Fig. 1: run 1, routing congestion map
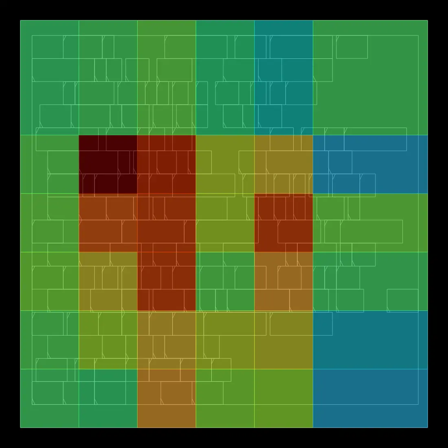
Fig. 2: run 1, wiring by layer
The bar under the picture is 10 microns long.
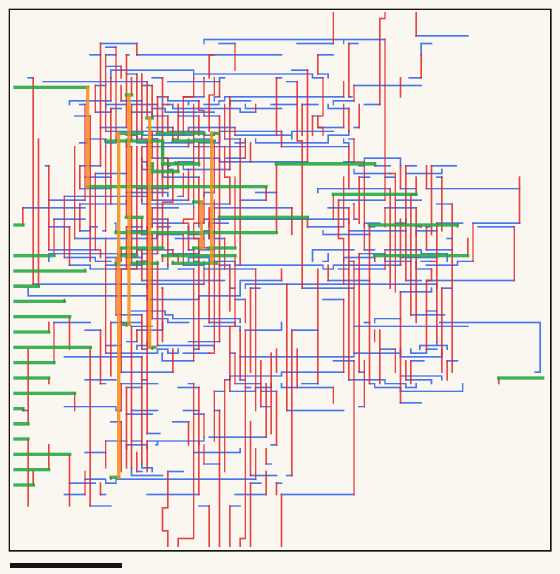
Fig. 3: run 1, gate families picked out
The bar under the picture is 10 microns long.
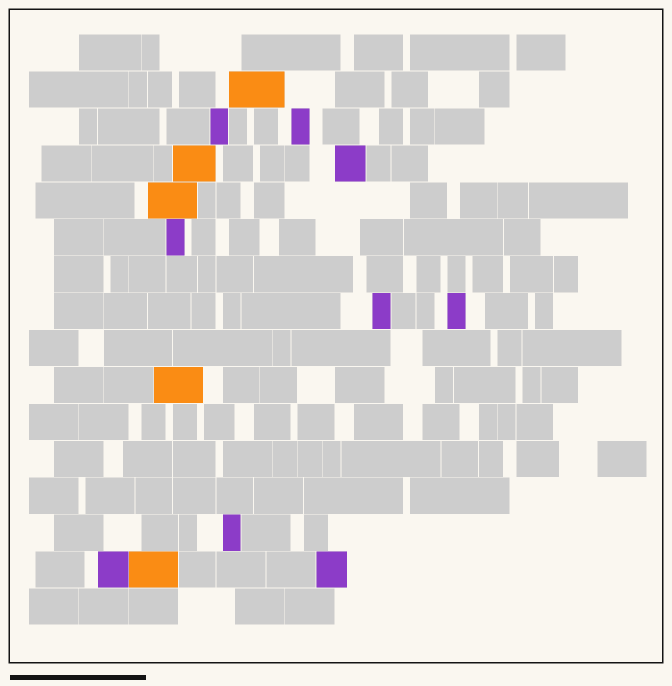
## config.mk

```make
export PLATFORM = sky130hd
export DESIGN_NAME = psr_flag_requester
export DESIGN_NICKNAME = d
export VERILOG_FILES = /design/src/rtl/psr_flag_requester.sv
export SDC_FILE = /design/constraint.sdc
export NUM_CORES = 1
export LEC_CHECK = 0
export CAP_MARGIN = 20
export CORE_UTILIZATION = 41
export DETAILED_ROUTE_END_ITERATION = 7
export PLACE_DENSITY = 0.78
export SYNTH_ARGS = -nofsm -noshare
export SYNTH_HDL_FRONTEND = slang
export SYNTH_SLANG_ARGS = --single-unit
export TNS_END_PERCENT = 10
```

## constraint.sdc

```tcl
create_clock -name fclk -period 2 [get_ports fclk]
set_input_delay 0.6 -clock fclk [delete_from_list [all_inputs] [get_ports fclk]]
set_output_delay 0.6 -clock fclk [all_outputs]
set_load 0.01 [all_outputs]
```

## src/rtl/psr_flag_requester.sv

```systemverilog
// PSR flag-update requester: derives N/V/Z/C from an ALU result
// and delivers it to the status register over a four-phase handshake.
module psr_flag_requester #(
  parameter int ACK_TIMEOUT = 16,
  parameter int CNT_W       = 5
) (
  input  logic       fclk,
  input  logic       resb,
  input  logic       alu_valid,
  output logic       alu_ready,
  input  logic [2:0] flag_class,
  input  logic [7:0] alu_result,
  input  logic       alu_carry,
  input  logic       alu_overflow,
  input  logic [7:0] mem_operand,
  input  logic       n_cur,
  input  logic       v_cur,
  input  logic       z_cur,
  input  logic       c_cur,
  output logic       psr_update_request,
  output logic       n_result,
  output logic       v_result,
  output logic       z_result,
  output logic       c_result,
  input  logic       ack_update_request,
  output logic       timeout_err,
  input  logic       err_clr
);

  typedef enum logic [1:0] {
    IDLE    = 2'd0,
    REQ     = 2'd1,
    RELEASE = 2'd2
  } state_t;

  typedef struct packed {
    logic n;
    logic v;
    logic z;
    logic c;
  } flags_t;

  localparam logic [CNT_W-1:0] CNT_LAST =
    CNT_W'(ACK_TIMEOUT - 1);

  state_t           state;
  logic [CNT_W-1:0] cnt;
  flags_t           flags_q;
  flags_t           flags_d;

  logic cls_nz;
  logic cls_nzvc;
  logic cls_nzc;
  logic cls_bit;
  logic cls_bitz;
  logic class_ok;
  logic res_zero;
  logic accept;
  logic cnt_last;

  // Low bits of the memory operand never feed a flag.
  logic unused_mem_bits;
  assign unused_mem_bits = ^mem_operand[5:0];

  assign res_zero = (alu_result == 8'h00);
  assign class_ok = (flag_class <= 3'd4);
  assign cnt_last = (cnt == CNT_LAST);

  // Ready is registered and also requires ack low on the
  // previous edge, so a stale ack never meets a new request.
  assign accept = (state == IDLE) && alu_ready && alu_valid;

  // One-hot decode of the flag class.
  always_comb begin
    cls_nz   = (flag_class == 3'd0);
    cls_nzvc = (flag_class == 3'd1);
    cls_nzc  = (flag_class == 3'd2);
    cls_bit  = (flag_class == 3'd3);
    cls_bitz = (flag_class == 3'd4);
  end

  // Per-class flag derivation; flags the class does not
  // write pass the current PSR value straight through.
  always_comb begin
    flags_d.n = n_cur;
    flags_d.v = v_cur;
    flags_d.z = z_cur;
    flags_d.c = c_cur;
    unique case (1'b1)
      cls_nz: begin
        flags_d.n = alu_result[7];
        flags_d.z = res_zero;
      end
      cls_nzvc: begin
        flags_d.n = alu_result[7];
        flags_d.v = alu_overflow;
        flags_d.z = res_zero;
        flags_d.c = alu_carry;
      end
      cls_nzc: begin
        flags_d.n = alu_result[7];
        flags_d.z = res_zero;
        flags_d.c = alu_carry;
      end
      cls_bit: begin
        flags_d.n = mem_operand[7];
        flags_d.v = mem_operand[6];
        flags_d.z = res_zero;
      end
      cls_bitz: begin
        flags_d.z = res_zero;
      end
      default: begin
      end
    endcase
  end

  // Handshake FSM with registered request, flags, ready,
  // timeout counter and sticky error.
  always_ff @(posedge fclk) begin
    if (!resb) begin
      state              <= IDLE;
      cnt                <= '0;
      flags_q            <= '0;
      psr_update_request <= 1'b0;
      alu_ready          <= 1'b0;
      timeout_err        <= 1'b0;
    end else begin
      if (err_clr) begin
        timeout_err <= 1'b0;
      end
      unique case (state)
        IDLE: begin
          if (accept && class_ok) begin
            state              <= REQ;
            cnt                <= '0;
            flags_q            <= flags_d;
            psr_update_request <= 1'b1;
            alu_ready          <= 1'b0;
          end else begin
            alu_ready <= !ack_update_request;
          end
        end
        REQ: begin
          if (ack_update_request) begin
            state              <= RELEASE;
            cnt                <= '0;
            psr_update_request <= 1'b0;
          end else if (cnt_last) begin
            state              <= IDLE;
            cnt                <= '0;
            psr_update_request <= 1'b0;
            timeout_err        <= 1'b1;
            alu_ready          <= 1'b1;
          end else begin
            cnt <= cnt + 1'b1;
          end
        end
        RELEASE: begin
          if (!ack_update_request) begin
            state     <= IDLE;
            cnt       <= '0;
            alu_ready <= 1'b1;
          end else if (cnt_last) begin
            state       <= IDLE;
            cnt         <= '0;
            timeout_err <= 1'b1;
            alu_ready   <= 1'b0;
          end else begin
            cnt <= cnt + 1'b1;
          end
        end
        default: begin
          state              <= IDLE;
          cnt                <= '0;
          psr_update_request <= 1'b0;
        end
      endcase
    end
  end

  assign n_result = flags_q.n;
  assign v_result = flags_q.v;
  assign z_result = flags_q.z;
  assign c_result = flags_q.c;

endmodule
```

==> job_summary.md, run 1 <==
## Implementation flow summary

| Metric | Value |
|---|---|
| Hold Crit Start | `cnt[4]` |
| Initial antenna violation count | `0` |
| Number of max-capacitance violations reported | `0` |
| Flip-flop count of the largest register after layout | `5` |
| M1 wire length | `990 microns` |
| Reg2reg setup slack | `about 0.27 ns` |
| Chip area in the Yosys report | `between 800 and 900 sq um` |
| Share of the final layout cell area in sequential cells | `0.2175` |
| Warnings, synthesis | `0` |
| Adder and majority gate portion of the synthesized area | `0.07205` |
| Met2 layer wire length in the routed design | `1203 microns` |
| Dominant kind of cell | `logic gates` |
| AND-OR/OR-AND share of the synthesized area | `0.2752` |
| Launching instance or port of the critical path | `alu_ready` |
| Critical Path Max Stage Delay | `0.58 ns` |
| Kind of capture point of the worst setup path | `output port` |
| Comb gates | `slightly above 80` |
| TritonCTS clock tree | `done` |
| Grt met2 use | `0.3757` |
| Number of clock buffer instances in the layout | `4` |
| Actual slew at the worst max-slew pin | `between 0.4 and 0.5 ns` |
| Met3 Wirelength | `184 microns` |
| Synth area leader | `dfxtp_1` |
| Worst Path Required | `1.40 ns` |
| Clock network area share | `0.02816` |
| Outcome | `completed` |
| Number of logic stages on the critical path including buffering | `1` |
| Xor+xnor area frac | `0.01009` |
| Total number of sequential cells | `14` |
| Total of endpoints with negative setup slack in the final report | `0` |
| HP Class | `reg -> reg` |
| # port buffers | `29` |
| Chip Height | `a little under 50 microns` |
| Portion of synthesized cell area occupied by the leading cell type | `0.3228` |
| Reg with most FFs | `cnt` |
| Combinational gate area | `approximately 540 sq um` |
| Worst hold path endpoint | `cnt[4]` |
| Number of fillers in the final layout | `151` |
| Post-layout worst setup margin | `between 0.1 and 0.15 ns` |
Notes on Fig. 1 above:
most heavily used metal layer in global routing: met2
routed length per placed instance: 14.30 microns
met1 demand-to-capacity share in global routing: 0.2613

Notes on Fig. 2 above:
- met3: green (wire length 184 microns)
- met4: orange (wire length 95.9 microns)
- met2: red (wire length 1200 microns)
- met1: blue (wire length 991 microns)
aggregate global-route resource usage: 0.2225
post-detailed-routing wire length: 2474 microns
total vias in the final route: 1019

Notes on Fig. 3 above:
- AND-OR and OR-AND gates: orange (cells 5; most used a311o_1)
- NOR gates: purple (cells 9; most used nor2_1)
Commonest Layout Cell: clkdlybuf4s50_1
number of standard cells in the final layout excluding fillers: 173
fraction of standard cell area in multi-input logic: 0.4184

==> run 1: where the power goes <==
group	internal, mW	switching, mW	leakage, nW	total (mW)
clock network	0.111	0.102	0.0210	0.213
logic	0.0998	0.0748	0.368	0.175
registers	0.288	0.00932	0.113	0.297
==> run 1: through the flow <==
stage / cells / hold WS, ns / power (mW) / cell area [sq um] / util
detailed placement: 169 / 0.4495 / 0.4726 / 1252 / 0.6319
CTS: 173 / 0.4630 / 0.6855 / 1289 / 0.6503
global route: 173 / 0.4900 / 0.7129 / 1289 / 0.6503
finish: 173 / 0.4611 / 0.6851 / 1289 / 0.6503
global placement: 169 / 0.4306 / 0.4665 / 1252 / 0.6319
floorplan: 105 / 0.4178 / 0.3780 / 868.3 / -
==> run 1 -> run 2 <==
SLEW_MARGIN = 0   (was default)
Fig. 4: run 2, local utilization
The die is cut into 10 by 10 equal tiles; dark blue is low, red is high, 0 to 100% covered.
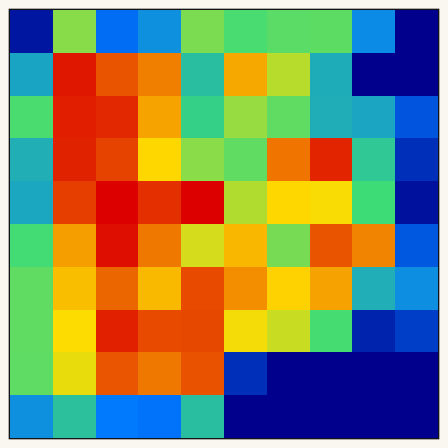
- tiles over 75% full: 36%
- nearly empty tiles: 12%
- emptiest ninth of the die: bottom right
- fullest tile: 100%
- mean over tiles: 54%
floorplan core area: 1982 sq um
Post-Route Utilization: 0.6503
FP Util: 0.4381

==> run 2 against run 1 <==
Global-route usage stayed put. Flip-flop count stayed put. Clock power hardly changed. Hold slack stayed put. Total power stayed put. Clock skew stayed put. Die size stayed put. Worst setup slack stayed put. Synthesized area stayed put. Cell area stayed put. First-iteration DRC count stayed put. Largest cell class unchanged.
==> job_summary.md, run 2 <==
## Implementation flow summary

| Metric | Value |
|---|---|
| Worst Path Required | `~1.4 ns` |
| TritonCTS clock tree | `done` |
| Post-detailed-routing wire length | `~2500 microns` |
| Outcome | `completed` |
| Number of logic stages on the critical path including buffering | `1` |
| Initial antenna violation count | `0` |
| Most heavily used metal layer in global routing | `met2` |
| Launching instance or port of the critical path | `alu_ready` |
| Critical Path Max Stage Delay | `around 0.58 ns` |
| # port buffers | `29` |
| Placed cell count | `approximately 170` |
| Grt met2 use | `0.3757` |
| Total of endpoints with negative setup slack in the final report | `0` |
| Number of fillers in the final layout | `roughly 150` |
| HP Class | `reg -> reg` |
| Actual slew at the worst max-slew pin | `around 0.43 ns` |
| Comb gates | `between 80 and 90` |
| Portion of synthesized cell area occupied by the leading cell type | `0.3228` |
| Post-layout worst setup margin | `approximately 0.11 ns` |
| Clock network area share | `0.02816` |
| Aggregate global-route resource usage | `0.2225` |
| Commonest Layout Cell | `clkdlybuf4s50_1` |
| Reg2reg setup slack | `between 0.2 and 0.3 ns` |
| Reg with most FFs | `cnt` |
| Met1 demand-to-capacity share in global routing | `0.2613` |
| Synth area leader | `dfxtp_1` |
| Total chip power | `0.6851 mW` |
| Total vias in the final route | `roughly 1000` |
| Worst hold path endpoint | `cnt[4]` |
| Number of max-capacitance violations reported | `0` |
| Kind of capture point of the worst setup path | `output port` |
Fig. 5: run 2, wiring by layer
The bar under the picture is 10 microns long.
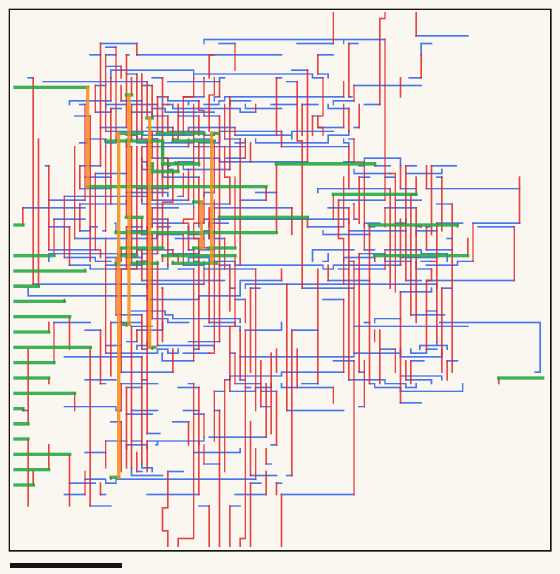
- met2: red (wire length 1200 microns)
- met4: orange (wire length 95.9 microns)
- met3: green (wire length 184 microns)
- met1: blue (wire length 991 microns)

==> run 2: logic make-up (layout without fill, tap and decap cells) <==
family	count (synthesis)	in the layout	share of synthesized area
buffers and inverters	10	51	0.05620
AND-OR/OR-AND	35	35	0.2752
adder cells (fa/ha/maj)	5	5	0.07205
multiplexers	3	3	0.03458
flip-flops	14	14	0.3228
AND/OR/NAND/NOR	37	37	0.2291
XOR/XNOR	1	1	0.01009
==> run 2: where the power goes <==
part           switching [mW]  total, mW  internal, mW
Sequential            0.00932      0.297         0.288
Clock                   0.102      0.213         0.111
Combinational          0.0748      0.175        0.0998
==> run 2 -> run 3 <==
CORE_UTILIZATION = 35   (was 41)
GPL_TIMING_DRIVEN = 0   (was default)
HOLD_SLACK_MARGIN = 0.03   (was default)
PLACE_DENSITY = 0.68   (was 0.78)
Fig. 6: run 3, routing congestion map
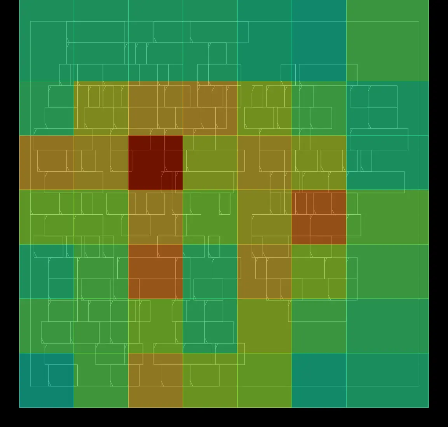
routed length per placed instance: 12.42 microns
Post-Route Utilization: 0.5371
grt met2 use: 0.3009
met1 demand-to-capacity share in global routing: 0.1979

==> run 3 against run 2 <==
First-iteration DRC count decreased by 65%. Critical path type is now in -> reg. Clock power shrank 2%. Largest power group unchanged. Critical endpoint is now cnt[0]. Clock skew is 0.010 ns higher. Via count shrank 12%. Flip-flop count did not move. Core utilization shrank 11 points. Critical path depth rose by 4.
==> job_summary.md, run 3 <==
## Implementation flow summary

| Metric | Value |
|---|---|
| Actual slew at the worst max-slew pin | `around 0.42 ns` |
| Reg with most FFs | `cnt` |
| Share of power burned in the clock network | `0.316` |
| Chip Height | `51.81 microns` |
| Commonest Layout Cell | `clkdlybuf4s50_1` |
| Sequential power | `just under 0.3 mW` |
| Largest power group | `sequential cells` |
| Hold Crit Start | `cnt[4]` |
| Kind of capture point of the worst setup path | `flop` |
| Synth area leader | `dfxtp_1` |
| Internal | `just under 0.5 mW` |
| Initial antenna violation count | `0` |
| M1 wire length | `911 microns` |
| # port buffers | `28` |
| HP Class | `reg -> reg` |
| Total of endpoints with negative setup slack in the final report | `0` |
| NetSw | `0.1715 mW` |
| Worst Path Required | `approximately 2.2 ns` |
| Worst hold path endpoint | `cnt[4]` |
| Total chip power | `approximately 0.66 mW` |
| Number of logic stages on the critical path including buffering | `5` |
| Number of fillers in the final layout | `about 230` |
| Power in the clock group | `a little over 0.2 mW` |
| Portion of synthesized cell area occupied by the leading cell type | `0.3228` |
| Switching power share of the total | `0.2610` |
| Launching instance or port of the critical path | `flag_class[1]` |
| TritonCTS clock tree | `done` |
| Number of max-capacitance violations reported | `0` |
| Floorplan core area | `2276 sq um` |
| Summed area of non-filler cells in the final layout | `roughly 1200 sq um` |
| Outcome | `completed` |
| Portion of total power attributed to sequential cells | `0.450` |
| Warnings, synthesis | `0` |
| Placed cell count | `roughly 160` |
| Gate power share | `0.234` |
| Post-layout worst setup margin | `approximately 0.12 ns` |
Fig. 7: run 3, wiring by layer
The bar under the picture is 20 microns long.
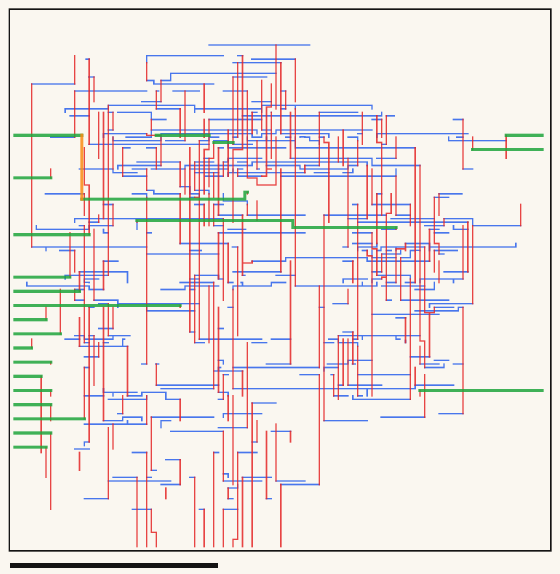
- met3: green (wire length 150 microns)
- met2: red (wire length 983 microns)
- met4: orange (wire length 6.10 microns)
- met1: blue (wire length 911 microns)
total vias in the final route: 899
aggregate global-route resource usage: 0.1731
post-detailed-routing wire length: 2050 microns

## run 3: cell types whose count changed in the layout (fill, tap and decap cells not counted)
cell,previous run,this run
buf_4,11,1
buf_6,0,1
clkbuf_1,0,1
clkdlybuf4s50_1,29,27
dlymetal6s2s_1,0,1
## run 3: cells by family after synthesis
logic type	after synthesis	share of synthesized area
flops	14	0.3228
simple gates	37	0.2291
fa+ha+maj	5	0.07205
compound gates	35	0.2752
xor+xnor	1	0.01009
buf+inv	10	0.05620
mux	3	0.03458
## run 3: layout make-up
type                            instances  area, sq um  share of cell area
Buffer                                  3        22.52             0.01842
Clock buffer                            4        36.28             0.02968
Timing Repair Buffer                   28        282.8              0.2313
Multi-Input combinational cell         81        539.3              0.4411
Inverter                                7        26.28             0.02149
Sequential cell                        14        280.3              0.2293
Tap cell                               28        35.03             0.02866
No activity file was given, so power comes from the tool's default toggle rates.
